### Local utilization

The die is cut into 10 by 15 equal tiles; dark blue is low, red is high, 0 to 100% covered.
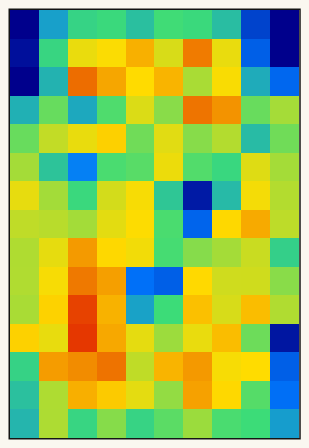
### Gate families picked out

Scale bar: 20 microns.
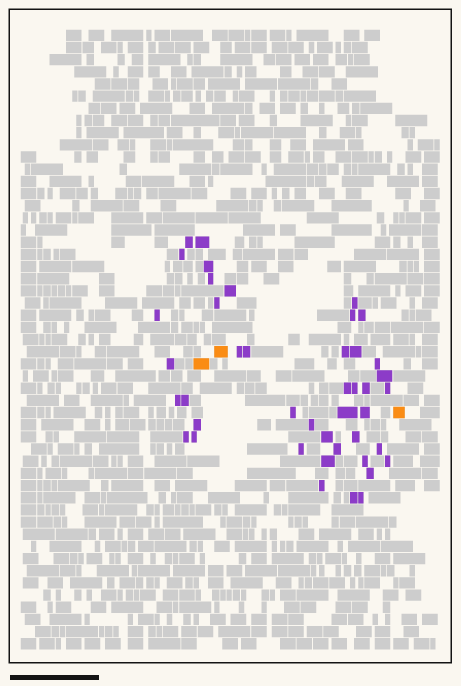
### Metal layers overlaid

Scale bar: 20 microns.
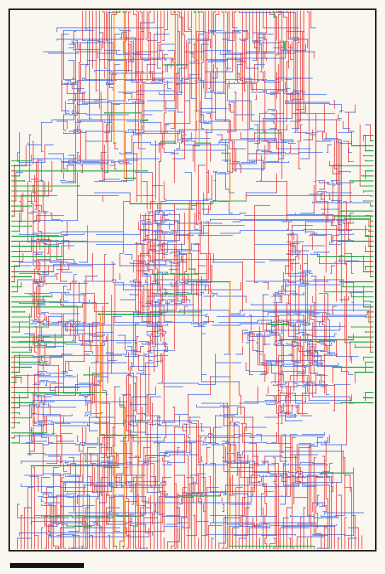
### Routed clock nets over the placement

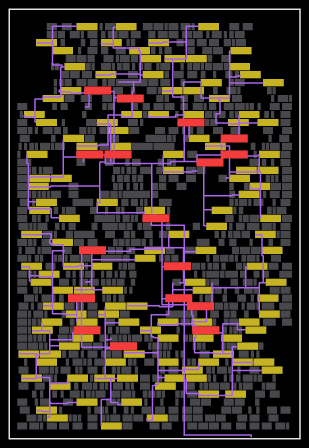
File: config.mk
export PLATFORM = sky130hd
export DESIGN_NAME = axil_cmd_mgr
export DESIGN_NICKNAME = d
export VERILOG_FILES = /design/src/rtl/axil_cmd_mgr.sv
export SDC_FILE = /design/constraint.sdc
export NUM_CORES = 1
export LEC_CHECK = 0
export CAP_MARGIN = 20
export CORE_ASPECT_RATIO = 1.5
export CORE_MARGIN = 2
export CORE_UTILIZATION = 40
export DETAILED_ROUTE_END_ITERATION = 10
export GPL_TIMING_DRIVEN = 1
export HOLD_SLACK_MARGIN = 0.12
export PLACE_DENSITY = 0.81
export SLEW_MARGIN = 20
export SYNTH_ARGS = -nofsm -noshare
export SYNTH_HDL_FRONTEND = slang
export SYNTH_SLANG_ARGS = --single-unit
File: constraint.sdc
create_clock -name clk_i -period 2.1 [get_ports clk_i]
set_clock_uncertainty 0.2 [all_clocks]
set_input_delay 0.315 -clock clk_i [delete_from_list [all_inputs] [get_ports clk_i]]
set_output_delay 0.315 -clock clk_i [all_outputs]
set_load 0.03 [all_outputs]
File: src/rtl/axil_cmd_mgr.sv
// axil_cmd_mgr: single-outstanding AXI-Lite manager. Accepts one register
// command, runs it as an AXI-Lite write (AW+W then B) or read (AR then R),
// and returns data, response code and the number of active cycles spent.
// All outputs come straight from registers.
module axil_cmd_mgr #(
  parameter int unsigned AXIL_ADDR_WIDTH = 32,
  parameter int unsigned AXIL_DATA_WIDTH = 32,  // 32 or 64
  parameter int unsigned LAT_CNT_WIDTH   = 16
) (
  input  logic                         clk_i,
  input  logic                         rst_i,
  // command side
  input  logic                         cmd_valid_i,
  output logic                         cmd_ready_o,
  input  logic                         cmd_write_i,
  input  logic [AXIL_ADDR_WIDTH-1:0]   cmd_addr_i,
  input  logic [AXIL_DATA_WIDTH-1:0]   cmd_wdata_i,
  input  logic [AXIL_DATA_WIDTH/8-1:0] cmd_wstrb_i,
  // response side
  output logic                         rsp_valid_o,
  input  logic                         rsp_ready_i,
  output logic                         rsp_write_o,
  output logic [AXIL_DATA_WIDTH-1:0]   rsp_rdata_o,
  output logic [1:0]                   rsp_resp_o,
  output logic [LAT_CNT_WIDTH-1:0]     rsp_cycles_o,
  // AW channel
  output logic [AXIL_ADDR_WIDTH-1:0]   axil_aw_addr_o,
  output logic [2:0]                   axil_aw_prot_o,
  output logic                         axil_aw_valid_o,
  input  logic                         axil_aw_ready_i,
  // W channel
  output logic [AXIL_DATA_WIDTH-1:0]   axil_w_data_o,
  output logic [AXIL_DATA_WIDTH/8-1:0] axil_w_strb_o,
  output logic                         axil_w_valid_o,
  input  logic                         axil_w_ready_i,
  // B channel
  input  logic [1:0]                   axil_b_resp_i,
  input  logic                         axil_b_valid_i,
  output logic                         axil_b_ready_o,
  // AR channel
  output logic [AXIL_ADDR_WIDTH-1:0]   axil_ar_addr_o,
  output logic [2:0]                   axil_ar_prot_o,
  output logic                         axil_ar_valid_o,
  input  logic                         axil_ar_ready_i,
  // R channel
  input  logic [AXIL_DATA_WIDTH-1:0]   axil_r_data_i,
  input  logic [1:0]                   axil_r_resp_i,
  input  logic                         axil_r_valid_i,
  output logic                         axil_r_ready_o
);

  localparam int unsigned STRB_WIDTH = AXIL_DATA_WIDTH / 8;
  localparam logic [LAT_CNT_WIDTH-1:0] CNT_ONE = LAT_CNT_WIDTH'(1);

  typedef enum logic [2:0] {
    S_IDLE,
    S_WR,
    S_WR_B,
    S_RD_AR,
    S_RD_R,
    S_RSP
  } state_e;

  state_e                       state_q, state_d;
  logic                         wr_q, wr_d;
  logic [AXIL_ADDR_WIDTH-1:0]   addr_q, addr_d;
  logic [AXIL_DATA_WIDTH-1:0]   wdata_q, wdata_d;
  logic [STRB_WIDTH-1:0]        wstrb_q, wstrb_d;
  logic                         aw_valid_q, aw_valid_d;
  logic                         w_valid_q, w_valid_d;
  logic                         b_ready_q, b_ready_d;
  logic                         ar_valid_q, ar_valid_d;
  logic                         r_ready_q, r_ready_d;
  logic                         cmd_ready_q, cmd_ready_d;
  logic                         rsp_valid_q, rsp_valid_d;
  logic [AXIL_DATA_WIDTH-1:0]   rdata_q, rdata_d;
  logic [1:0]                   resp_q, resp_d;
  logic [LAT_CNT_WIDTH-1:0]     cnt_q, cnt_d;

  logic                         aw_pend, w_pend;

  // Each channel stays pending until its own handshake; the other may finish earlier.
  assign aw_pend = aw_valid_q & ~axil_aw_ready_i;
  assign w_pend  = w_valid_q  & ~axil_w_ready_i;

  // Next-state and next-output logic for the transaction FSM.
  always_comb begin
    state_d     = state_q;
    wr_d        = wr_q;
    addr_d      = addr_q;
    wdata_d     = wdata_q;
    wstrb_d     = wstrb_q;
    aw_valid_d  = aw_valid_q;
    w_valid_d   = w_valid_q;
    b_ready_d   = b_ready_q;
    ar_valid_d  = ar_valid_q;
    r_ready_d   = r_ready_q;
    cmd_ready_d = cmd_ready_q;
    rsp_valid_d = rsp_valid_q;
    rdata_d     = rdata_q;
    resp_d      = resp_q;
    cnt_d       = cnt_q;

    // Latency counts every active cycle, including the B/R handshake cycle, and saturates.
    if ((state_q == S_WR || state_q == S_WR_B || state_q == S_RD_AR || state_q == S_RD_R)
        && (cnt_q != '1)) begin
      cnt_d = cnt_q + CNT_ONE;
    end

    case (state_q)
      S_IDLE: begin
        cmd_ready_d = 1'b1;
        if (cmd_valid_i && cmd_ready_q) begin
          cmd_ready_d = 1'b0;
          wr_d        = cmd_write_i;
          addr_d      = cmd_addr_i;
          wdata_d     = cmd_wdata_i;
          wstrb_d     = cmd_wstrb_i;
          rdata_d     = '0;
          resp_d      = '0;
          cnt_d       = '0;
          if (cmd_write_i) begin
            aw_valid_d = 1'b1;
            w_valid_d  = 1'b1;
            state_d    = S_WR;
          end else begin
            ar_valid_d = 1'b1;
            state_d    = S_RD_AR;
          end
        end
      end
      S_WR: begin
        aw_valid_d = aw_pend;
        w_valid_d  = w_pend;
        if (!aw_pend && !w_pend) begin
          b_ready_d = 1'b1;
          state_d   = S_WR_B;
        end
      end
      S_WR_B: begin
        if (b_ready_q && axil_b_valid_i) begin
          b_ready_d   = 1'b0;
          resp_d      = axil_b_resp_i;
          rdata_d     = '0;
          rsp_valid_d = 1'b1;
          state_d     = S_RSP;
        end
      end
      S_RD_AR: begin
        if (axil_ar_ready_i) begin
          ar_valid_d = 1'b0;
          r_ready_d  = 1'b1;
          state_d    = S_RD_R;
        end
      end
      S_RD_R: begin
        if (r_ready_q && axil_r_valid_i) begin
          r_ready_d   = 1'b0;
          rdata_d     = axil_r_data_i;
          resp_d      = axil_r_resp_i;
          rsp_valid_d = 1'b1;
          state_d     = S_RSP;
        end
      end
      S_RSP: begin
        if (rsp_ready_i) begin
          rsp_valid_d = 1'b0;
          cmd_ready_d = 1'b1;
          state_d     = S_IDLE;
        end
      end
      default: begin
        state_d = S_IDLE;
      end
    endcase
  end

  // State and output registers; reset abandons any transaction in flight.
  always_ff @(posedge clk_i) begin
    if (rst_i) begin
      state_q     <= S_IDLE;
      wr_q        <= 1'b0;
      addr_q      <= '0;
      wdata_q     <= '0;
      wstrb_q     <= '0;
      aw_valid_q  <= 1'b0;
      w_valid_q   <= 1'b0;
      b_ready_q   <= 1'b0;
      ar_valid_q  <= 1'b0;
      r_ready_q   <= 1'b0;
      cmd_ready_q <= 1'b0;
      rsp_valid_q <= 1'b0;
      rdata_q     <= '0;
      resp_q      <= '0;
      cnt_q       <= '0;
    end else begin
      state_q     <= state_d;
      wr_q        <= wr_d;
      addr_q      <= addr_d;
      wdata_q     <= wdata_d;
      wstrb_q     <= wstrb_d;
      aw_valid_q  <= aw_valid_d;
      w_valid_q   <= w_valid_d;
      b_ready_q   <= b_ready_d;
      ar_valid_q  <= ar_valid_d;
      r_ready_q   <= r_ready_d;
      cmd_ready_q <= cmd_ready_d;
      rsp_valid_q <= rsp_valid_d;
      rdata_q     <= rdata_d;
      resp_q      <= resp_d;
      cnt_q       <= cnt_d;
    end
  end

  assign cmd_ready_o     = cmd_ready_q;
  assign rsp_valid_o     = rsp_valid_q;
  assign rsp_write_o     = wr_q;
  assign rsp_rdata_o     = rdata_q;
  assign rsp_resp_o      = resp_q;
  assign rsp_cycles_o    = cnt_q;

  assign axil_aw_addr_o  = addr_q;
  assign axil_aw_prot_o  = 3'b000;
  assign axil_aw_valid_o = aw_valid_q;
  assign axil_w_data_o   = wdata_q;
  assign axil_w_strb_o   = wstrb_q;
  assign axil_w_valid_o  = w_valid_q;
  assign axil_b_ready_o  = b_ready_q;
  assign axil_ar_addr_o  = addr_q;
  assign axil_ar_prot_o  = 3'b000;
  assign axil_ar_valid_o = ar_valid_q;
  assign axil_r_ready_o  = r_ready_q;

endmodule

==> run notes <==
run results: Worst setup SP type=register, R2R depth=6, Worst Setup EP=rsp_cycles_o[2], Core Box Area=13,000 sq um, ys cells=670, P&R area growth vs syn=62.1%, multi-input logic area=2300 sq um, critical path endpoint category=primary output, fillcell total=1,106, Total Neg Setup Slack=0 ns, clk sinks=129, NumNets Final=1,020, crit path DRT=1.58 ns, Peak VDD IR=0.621 mV, area of all sequential standard cells=2580 sq um, Clk. pwr=2.91 mW, Top-area cell share=0.482, r2r setup slk=0.14 ns, initial antenna violation count=0, Init Core Util=0.412, outcome=finished, final reports clean, tap cells=159, Diodes inserted=0, sw frac=0.363, nonclk inv count=5, flip-flops=129, WL per Instance=15.2 microns, largest net degree at the start of global routing=53, met2 WL post-DR=8400 microns, cell with the most instances after synthesis=nand2_1, Initial DRC Count=205, critical path fanouts, max=5, Max Clk Rate=490 MHz, crit path cell chain=clkdlybuf4s50_1, Final Hold Fails=0, Site Rows=51, Max Slew Vio Count=0, Seq area share=0.297, Worst-Skew Late Latency=0.41 ns, Top logic family=simple AND/OR/NAND/NOR gates, yosys stat area=5360 sq um, Final clock-cell share=0.0672, Gates resized, CTS repair=1, # port buffers=271, Post-Place Cell Area=8070 sq um, final setup vio count=0, hold buffers post-CTS=1
About 'Local utilization':
fullest tile: 94%
mean over tiles: 59%
tiles over 75% full: 23%

About 'Gate families picked out':
| family | colour | cells |
|---|---|---|
| AND-OR and OR-AND gates | orange | 3 |
| NOR gates | purple | 43 |

About 'Metal layers overlaid':
| layer | colour | wire length |
|---|---|---|
| met1 | blue | 6,500 microns |
| met3 | green | 959 microns |
| met4 | orange | 467 microns |
| met2 | red | 8,400 microns |
final WL: 16,300 microns
via count: 5,311

About 'Routed clock nets over the placement':
[flip-flops] yellow | count: 129
[clock wires] purple | length: 1,700 microns
[cells driving clock nets] red | count: 17
flops lie: spread over the die

==> state kept, by name, indices dropped and copies added (netlist names) <==
signal and flops:
axil_ar_addr_o 32, rsp_cycles_o 16, axil_w_data_o 32, rsp_rdata_o 32, axil_b_ready_o 1, axil_aw_valid_o 1
rsp_valid_o 1, axil_w_valid_o 1, rsp_resp_o 2, axil_w_strb_o 4, rsp_write_o 1, axil_r_ready_o 1
axil_ar_valid_o 1, state_q 3, cmd_ready_o 1
Power and IR drop assume default switching activity.
